run_1/final_clocks.png
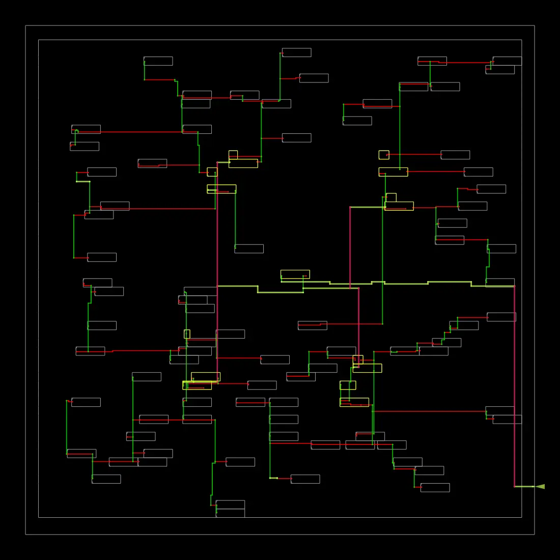
run_1/registers.png
Scale bar: 50 um. Other sequential cells in the stronger gray, the rest of the logic in the fainter gray.
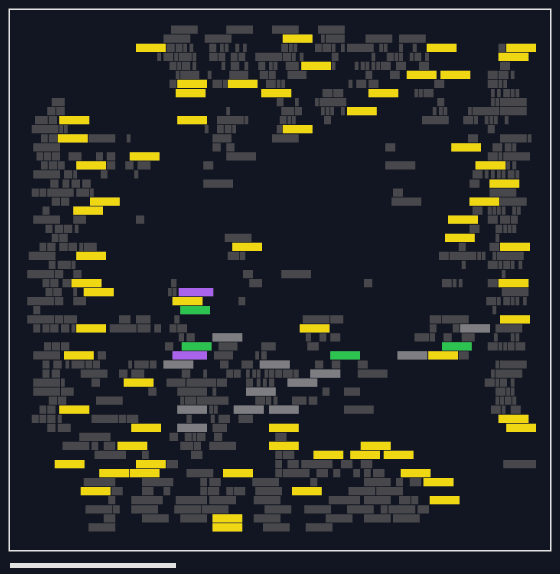
run_1/metal_stack.png
Two of the layers only.
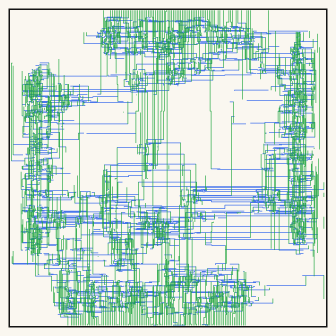
--- config.mk ---
export PLATFORM = sky130hd
export DESIGN_NAME = lcd_share_arbiter_flat
export DESIGN_NICKNAME = d
export VERILOG_FILES = /design/src/rtl/lcd_share_arbiter_if.sv /design/src/rtl/lcd_share_arbiter.sv /design/src/flat_wrapper.sv
export SDC_FILE = /design/constraint.sdc
export NUM_CORES = 1
export LEC_CHECK = 0
export CAP_MARGIN = 20
export CORE_MARGIN = 4
export CORE_UTILIZATION = 30
export DETAILED_ROUTE_END_ITERATION = 8
export DONT_BUFFER_PORTS = 1
export HOLD_SLACK_MARGIN = 0.05
export PLACE_DENSITY = 0.51
export SKIP_CTS_REPAIR_TIMING = 1
export SLEW_MARGIN = 20
export SYNTH_ARGS = -nofsm -noshare
export SYNTH_HDL_FRONTEND = slang
export SYNTH_SLANG_ARGS = --single-unit
export TNS_END_PERCENT = 10
--- constraint.sdc ---
create_clock -name clk_2 -period 5.81 [get_ports clk_2]
set_input_delay 0.581 -clock clk_2 [delete_from_list [all_inputs] [get_ports clk_2]]
set_output_delay 0.581 -clock clk_2 [all_outputs]
set_load 0.01 [all_outputs]
--- src/rtl/lcd_share_arbiter_if.sv ---
// -----------------------------------------------------------------------------
// lcd_share_arbiter_if
// Bundles the requester-side inputs and the display-side outputs of the LCD
// sharing arbiter.
//   req   : per-requester display request (level)
//   data  : packed requester words, requester k at [k*DW +: DW]
//   LCD   : registered display word
//   gnt   : one-hot current owner, zero when idle
//   ack   : one-cycle pulse on the cycle a grant begins
//   owner : index of the current or most recent owner
//   busy  : high while a grant is held
// The master modport drives requests; the slave modport is the arbiter.
// -----------------------------------------------------------------------------
interface lcd_share_arbiter_if #(
   parameter int NREQ = 4,
   parameter int DW   = 64
);
   localparam int OW = $clog2(NREQ);

   logic [NREQ-1:0]    req;
   logic [NREQ*DW-1:0] data;
   logic [DW-1:0]      LCD;
   logic [NREQ-1:0]    gnt;
   logic [NREQ-1:0]    ack;
   logic [OW-1:0]      owner;
   logic               busy;

   modport master (
      output req, data,
      input  LCD, gnt, ack, owner, busy
   );

   modport slave (
      input  req, data,
      output LCD, gnt, ack, owner, busy
   );
endinterface

--- src/rtl/lcd_share_arbiter.sv ---
// -----------------------------------------------------------------------------
// lcd_share_arbiter
// Shares one DW-bit LCD display word between NREQ requesters using
// round-robin arbitration. A grant is held for at least HOLD cycles so the
// displayed value stays readable; while the owner keeps its request high the
// display follows its data live, otherwise the display is frozen.
//
// Ports:
//   clk_2   : system clock, rising edge
//   reset_n : asynchronous active-low reset
//   bus     : slave side of lcd_share_arbiter_if (req/data in,
//             LCD/gnt/ack/owner/busy out, all outputs registered)
//
// Parameters:
//   NREQ : number of requesters (2..8)
//   DW   : display word width
//   HOLD : minimum grant length in cycles (>= 1)
// -----------------------------------------------------------------------------
module lcd_share_arbiter #(
   parameter int NREQ = 4,
   parameter int DW   = 64,
   parameter int HOLD = 8
) (
   input  logic               clk_2,
   input  logic               reset_n,
   lcd_share_arbiter_if.slave bus
);

   localparam int PW = $clog2(NREQ);
   localparam int CW = $clog2(HOLD + 1);
   localparam logic [CW-1:0] CNT_RELOAD = CW'(HOLD - 1);

   typedef enum logic [0:0] {
      ST_IDLE = 1'b0,
      ST_HOLD = 1'b1
   } state_e;

   // Index (base + off) wrapped into 0..NREQ-1; NREQ need not be a power of two.
   function automatic logic [PW-1:0] wrap_idx(input logic [PW-1:0] base, input int off);
      int sum;
      sum = (int'(base) + off) % NREQ;
      return PW'(sum);
   endfunction

   // Round-robin pick: returns {found, index} of the first requester at or
   // after p. The loop runs backwards so the nearest requester is written last.
   function automatic logic [PW:0] rr_pick(input logic [NREQ-1:0] r, input logic [PW-1:0] p);
      logic [PW:0]   res;
      logic [PW-1:0] idx;
      res = '0;
      for (int i = NREQ - 1; i >= 0; i--) begin
         idx = wrap_idx(p, i);
         if (r[idx]) begin
            res = {1'b1, idx};
         end else begin
            res = res;
         end
      end
      return res;
   endfunction

   state_e          state_q, state_d;
   logic [PW-1:0]   ptr_q,   ptr_d;
   logic [CW-1:0]   cnt_q,   cnt_d;
   logic [NREQ-1:0] gnt_q,   gnt_d;
   logic [NREQ-1:0] ack_q,   ack_d;
   logic [PW-1:0]   owner_q, owner_d;
   logic [DW-1:0]   lcd_q,   lcd_d;
   logic            busy_q,  busy_d;

   logic [DW-1:0]   words_s [NREQ];
   logic [PW:0]     pick_s;
   logic            pick_found_s;
   logic [PW-1:0]   pick_idx_s;
   logic            start_s;

   // Unpack the requester words so they can be selected by index.
   for (genvar k = 0; k < NREQ; k++) begin : g_words
      assign words_s[k] = bus.data[k*DW +: DW];
   end

   // Round-robin candidate; since ptr sits just past the last owner, that
   // owner is naturally searched last.
   always_comb begin
      pick_s       = rr_pick(bus.req, ptr_q);
      pick_found_s = pick_s[PW];
      pick_idx_s   = pick_s[PW-1:0];
   end

   // Next-state and next-output logic for the IDLE/HOLD machine.
   always_comb begin
      state_d = state_q;
      ptr_d   = ptr_q;
      cnt_d   = cnt_q;
      gnt_d   = gnt_q;
      ack_d   = '0;
      owner_d = owner_q;
      lcd_d   = lcd_q;
      busy_d  = busy_q;
      start_s = 1'b0;

      case (state_q)
         ST_IDLE: begin
            if (pick_found_s) begin
               start_s = 1'b1;
            end else begin
               gnt_d  = '0;
               busy_d = 1'b0;
            end
         end
         ST_HOLD: begin
            if (cnt_q != '0) begin
               // Minimum hold still running: other requesters wait, the
               // owner's data is shown live only while it keeps asking.
               cnt_d = cnt_q - CW'(1);
               if (bus.req[owner_q]) begin
                  lcd_d = words_s[owner_q];
               end else begin
                  lcd_d = lcd_q;
               end
            end else if (pick_found_s) begin
               // Back-to-back handover (or re-grant of a lone owner).
               start_s = 1'b1;
            end else begin
               // Nobody waiting: release, but keep LCD and owner visible.
               state_d = ST_IDLE;
               gnt_d   = '0;
               busy_d  = 1'b0;
            end
         end
         default: begin
            state_d = ST_IDLE;
            gnt_d   = '0;
            busy_d  = 1'b0;
         end
      endcase

      if (start_s) begin
         state_d = ST_HOLD;
         gnt_d   = {{(NREQ-1){1'b0}}, 1'b1} << pick_idx_s;
         ack_d   = {{(NREQ-1){1'b0}}, 1'b1} << pick_idx_s;
         owner_d = pick_idx_s;
         lcd_d   = words_s[pick_idx_s];
         cnt_d   = CNT_RELOAD;
         busy_d  = 1'b1;
         ptr_d   = wrap_idx(pick_idx_s, 1);
      end else begin
         state_d = state_d;
      end
   end

   // State and registered outputs; reset aborts any grant immediately.
   always_ff @(posedge clk_2 or negedge reset_n) begin
      if (!reset_n) begin
         state_q <= ST_IDLE;
         ptr_q   <= '0;
         cnt_q   <= '0;
         gnt_q   <= '0;
         ack_q   <= '0;
         owner_q <= '0;
         lcd_q   <= '0;
         busy_q  <= 1'b0;
      end else begin
         state_q <= state_d;
         ptr_q   <= ptr_d;
         cnt_q   <= cnt_d;
         gnt_q   <= gnt_d;
         ack_q   <= ack_d;
         owner_q <= owner_d;
         lcd_q   <= lcd_d;
         busy_q  <= busy_d;
      end
   end

   assign bus.LCD   = lcd_q;
   assign bus.gnt   = gnt_q;
   assign bus.ack   = ack_q;
   assign bus.owner = owner_q;
   assign bus.busy  = busy_q;

endmodule

--- src/flat_wrapper.sv ---
// flat-port wrapper written by rule: the top's interface ports become plain ports
module lcd_share_arbiter_flat 
#(
   parameter int NREQ = 4,
   parameter int DW   = 64,
   parameter int HOLD = 8
)
  (clk_2, reset_n, bus_req, bus_data, bus_LCD, bus_gnt, bus_ack, bus_owner, bus_busy);
  lcd_share_arbiter_if #(.NREQ(NREQ), .DW(DW)) bus_i ();
  input  logic clk_2;
  input  logic reset_n;
  input wire logic [$bits(bus_i.req)-1:0] bus_req;
  input wire logic [$bits(bus_i.data)-1:0] bus_data;
  output wire logic [$bits(bus_i.LCD)-1:0] bus_LCD;
  output wire logic [$bits(bus_i.gnt)-1:0] bus_gnt;
  output wire logic [$bits(bus_i.ack)-1:0] bus_ack;
  output wire logic [$bits(bus_i.owner)-1:0] bus_owner;
  output wire logic [$bits(bus_i.busy)-1:0] bus_busy;
  assign bus_i.req = bus_req;
  assign bus_i.data = bus_data;
  assign bus_LCD = bus_i.LCD;
  assign bus_gnt = bus_i.gnt;
  assign bus_ack = bus_i.ack;
  assign bus_owner = bus_i.owner;
  assign bus_busy = bus_i.busy;
  lcd_share_arbiter #(.NREQ(NREQ), .DW(DW), .HOLD(HOLD)) u_core (.clk_2(clk_2), .reset_n(reset_n), .bus(bus_i));
endmodule
==> ci_impl_report.md, run 1 <==
## Synthesis and layout report

| Metric | Value |
|---|---|
| Status | finished clean |
| Grt ovf | 0 |
| Xor+xnor area frac | 0 |
| Final worst slack | 2.00 ns |
| EDFF count, synth | 0 |
| Flop pwr share | 0.311 |
| Logic share of the area | 0.626 |
| Metal3 WL | 3130 um |
| Least-Margin Pin Slew | 1.10 ns |
| Most common cell in the netlist | nand2_1 |
| Setup TNS | 0 ns |
| CP endpoint kind | flop |
| Die W | 162 um |
| Most frequent logic cell in the layout | nand2_1 |
| CP max FO | 40 |
| Non-Clock Buffer Area Fraction | 0.00956 |
| Mi-comb count | 512 |
| RSZ-0062 raised after global routing | false |
| Slew Viols, Final | 0 |
| Yosys Warn Count | 0 |
| Cell count of the worst reg-to-reg path | 7 |
| Power per Cell Area | 585 nW/um^2 |
| Yosys adder share | 0.0105 |
| Flop count | 82 |
| Endpoints failing hold | 0 |
| Row cnt | 56 |
| Clock power share | 0.131 |
| DP HPWL | 18200 um |
-- final_clocks.png (at the start) --
clock sinks: 82
clock network power: 0.580 mW
worst skew pair latency: 0.35 ns

-- registers.png (at the start) --
color	netlist name	flops
green	u_core.bus.gnt	4
purple	u_core.bus.owner	2
yellow	u_core.bus.LCD	64
not colored	12
seq pwr: 1.38 mW
FF/Latch Area: 2060 um^2

-- metal_stack.png (at the start) --
color	layer	wire length
blue	met1	8990 um
green	met2	12300 um
WL final: 25400 um
Vias: 5930
Global Route Usage Sum: 0.185
DR WL/cell: 26.9 um

==> inputs of run 2 (changes only) <==
--- a/config.mk
+++ b/config.mk
@@ -11,7 +11,7 @@
 export DETAILED_ROUTE_END_ITERATION = 8
 export DONT_BUFFER_PORTS = 1
 export HOLD_SLACK_MARGIN = 0.05
-export PLACE_DENSITY = 0.51
+export PLACE_DENSITY = 0.52
 export SKIP_CTS_REPAIR_TIMING = 1
 export SLEW_MARGIN = 20
 export SYNTH_ARGS = -nofsm -noshare
==> constraint.sdc (replaced) <==
create_clock -name clk_2 -period 3.4 [get_ports clk_2]
set_input_delay 0.34 -clock clk_2 [delete_from_list [all_inputs] [get_ports clk_2]]
set_output_delay 0.34 -clock clk_2 [all_outputs]
set_load 0.01 [all_outputs]
run_2/port_nets.png
Scale bar: 50 um.
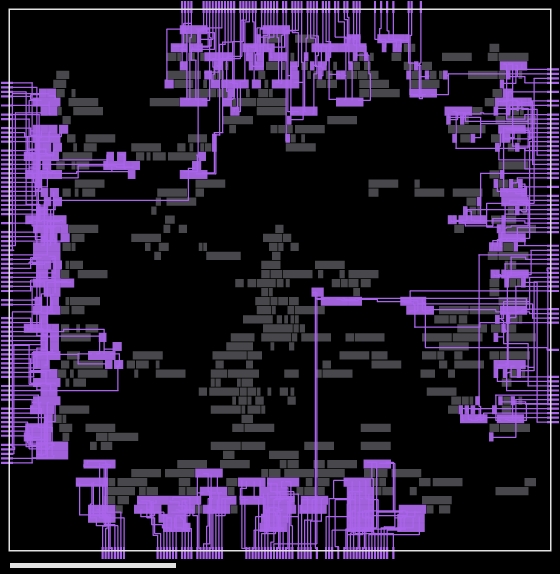
color	port	direction	edge	end cells	buffers	wire
purple	bus_data	input	73 left, 70 bottom, 59 right, 54 top	254	0	7060 um
number of I/O port buffers: 0
Ports: 337

run_2/metal_stack.png
Two of the layers only.
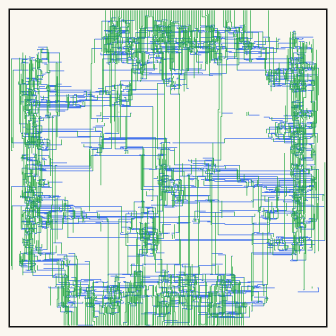
color	layer	wire length
green	met2	12800 um
blue	met1	9050 um
DR WL/cell: 26.3 um
WL final: 25100 um
Global Route Usage Sum: 0.180
Vias: 5936

run_2/final_clocks.png
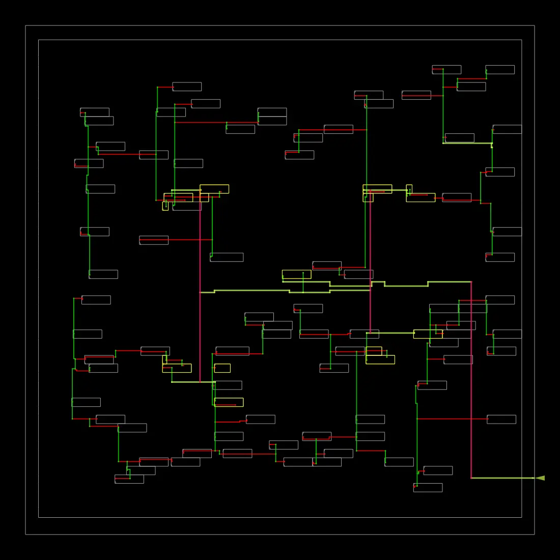
final clock skew: 0.00867 ns
clock network power: 0.959 mW

==> run 2 against run 1 <==
Wire length is 1.2% lower. Clock power is 65% higher. Critical path depth stayed put. Via count is 0.10% higher. Non-clock buffer count is 11 higher. Largest cell class unchanged. Worst setup slack worse by 1.3 ns. Critical endpoint is now u_core.bus.LCD[27]. Die area stayed put.
==> ci_impl_report.md, run 2 <==
## Synthesis and layout report

| Metric | Value |
|---|---|
| Flop pwr share | 0.278 |
| Xor+xnor area frac | 0 |
| CP endpoint kind | flop |
| CP max FO | 29 |
| Yosys Warn Count | 0 |
| Cell count of the worst reg-to-reg path | 7 |
| Mi-comb count | 512 |
| Final worst slack | 0.700 ns |
| Non-Clock Buffer Area Fraction | 0.0237 |
| Status | finished clean |
| Endpoints failing hold | 0 |
| EDFF count, synth | 0 |
| Row cnt | 56 |
| Flop count | 82 |
| Grt ovf | 0 |
| Most frequent logic cell in the layout | nand2_1 |
| RSZ-0062 raised after global routing | false |
| Power per Cell Area | 997 nW/um^2 |
| Most common cell in the netlist | nand2_1 |
| Clock power share | 0.125 |
==> inputs of run 3 (changes only) <==
==> constraint.sdc (replaced) <==
create_clock -name clk_2 -period 2.3 [get_ports clk_2]
set_input_delay 0.23 -clock clk_2 [delete_from_list [all_inputs] [get_ports clk_2]]
set_output_delay 0.23 -clock clk_2 [all_outputs]
set_load 0.01 [all_outputs]
run_3/zoom.png
Region (21, 102) to (61, 142) um. Cells in gray, sequential cells in the stronger gray; small squares are vias.
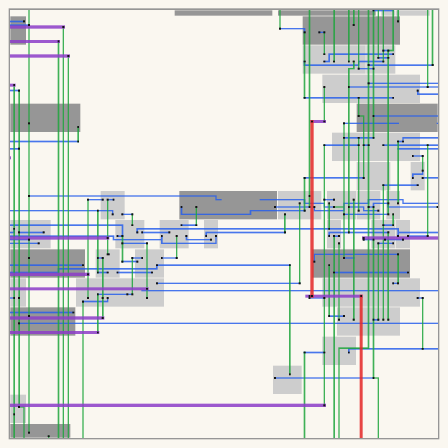
color	layer
purple	met3
red	met4
green	met2
blue	met1
cells with their middle in the window	33
netlist names of flops here include	u_core.bus.LCD (8)
sequential cells in the window	8
most frequent	dfrtp_1 (8), nand2_1 (4), a211oi_1 (4)

run_3/registers.png
Scale bar: 50 um. Other sequential cells in the stronger gray, the rest of the logic in the fainter gray.
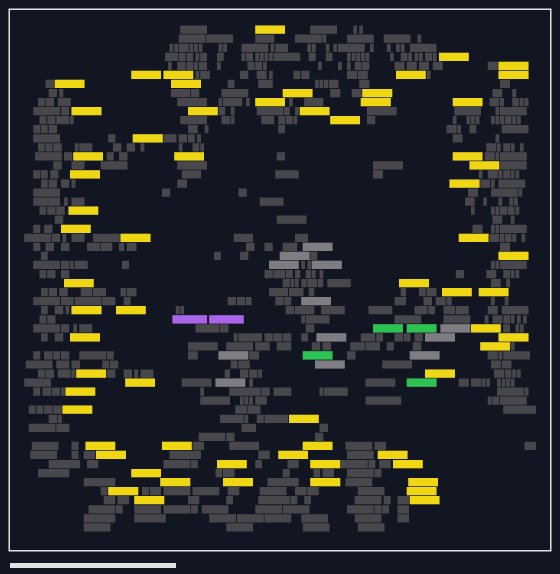
color	netlist name	flops
purple	u_core.bus.owner	2
yellow	u_core.bus.LCD	64
green	u_core.bus.gnt	4
not colored	12
Layout Utilization: 0.343
flop share of the area: 0.255

run_3/port_nets.png
Scale bar: 50 um.
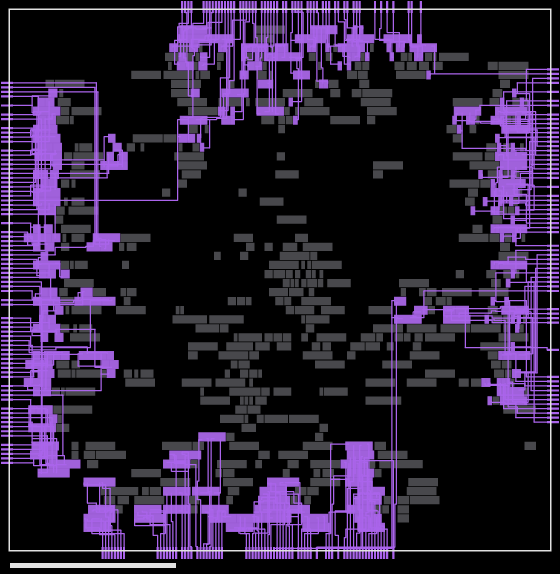
color	port	direction	edge	end cells	buffers	wire
purple	bus_data	input	73 left, 70 bottom, 59 right, 54 top	254	0	6910 um

==> run 3 against run 2 <==
Register-to-register slack lost 0.66 ns. Critical endpoint is now u_core.bus.LCD[59]. Count of clock-buffer cells in the layout shrank 2. Non-clock buffer count grew 23. Largest power group unchanged. Combinational power is 59% higher. Largest cell class unchanged. Sequential cell count is the same.
==> ci_impl_report.md, run 3 <==
## Synthesis and layout report

| Metric | Value |
|---|---|
| DP HPWL | 18800 um |
| Endpoints failing hold | 0 |
| Mi-comb count | 512 |
| EDFF count, synth | 0 |
| Ports | 337 |
| Grt ovf | 0 |
| Xor+xnor area frac | 0 |
| Global Route Usage Sum | 0.180 |
| DRC | 0 |
| Clock sinks | 82 |
| Status | finished clean |
| Slew Viols, Final | 0 |
| Yosys Warn Count | 0 |
| Clock network power | 1.52 mW |
| Row cnt | 56 |
| Most frequent logic cell in the layout | nand2_1 |
| Yosys adder share | 0.0105 |
| Least-Margin Pin Slew | 0.449 ns |
| RSZ-0062 raised after global routing | true |
| Number of I/O port buffers | 0 |
| Non-Clock Buffer Area Fraction | 0.0638 |
| Die W | 162 um |
| Power per Cell Area | 1480 nW/um^2 |
| Cell count of the worst reg-to-reg path | 6 |
| Logic share of the area | 0.591 |
| Final clock skew | 0.0111 ns |
| DR WL/cell | 25.6 um |
| Most common cell in the netlist | nand2_1 |
| Seq pwr | 3.15 mW |
| Worst skew pair latency | 0.35 ns |
| FF/Latch Area | 2060 um^2 |
| Flop count | 82 |
| CP max FO | 8 |
| Setup TNS | 0 ns |
Power figures rest on the tool's default switching activity, not on a simulated workload.
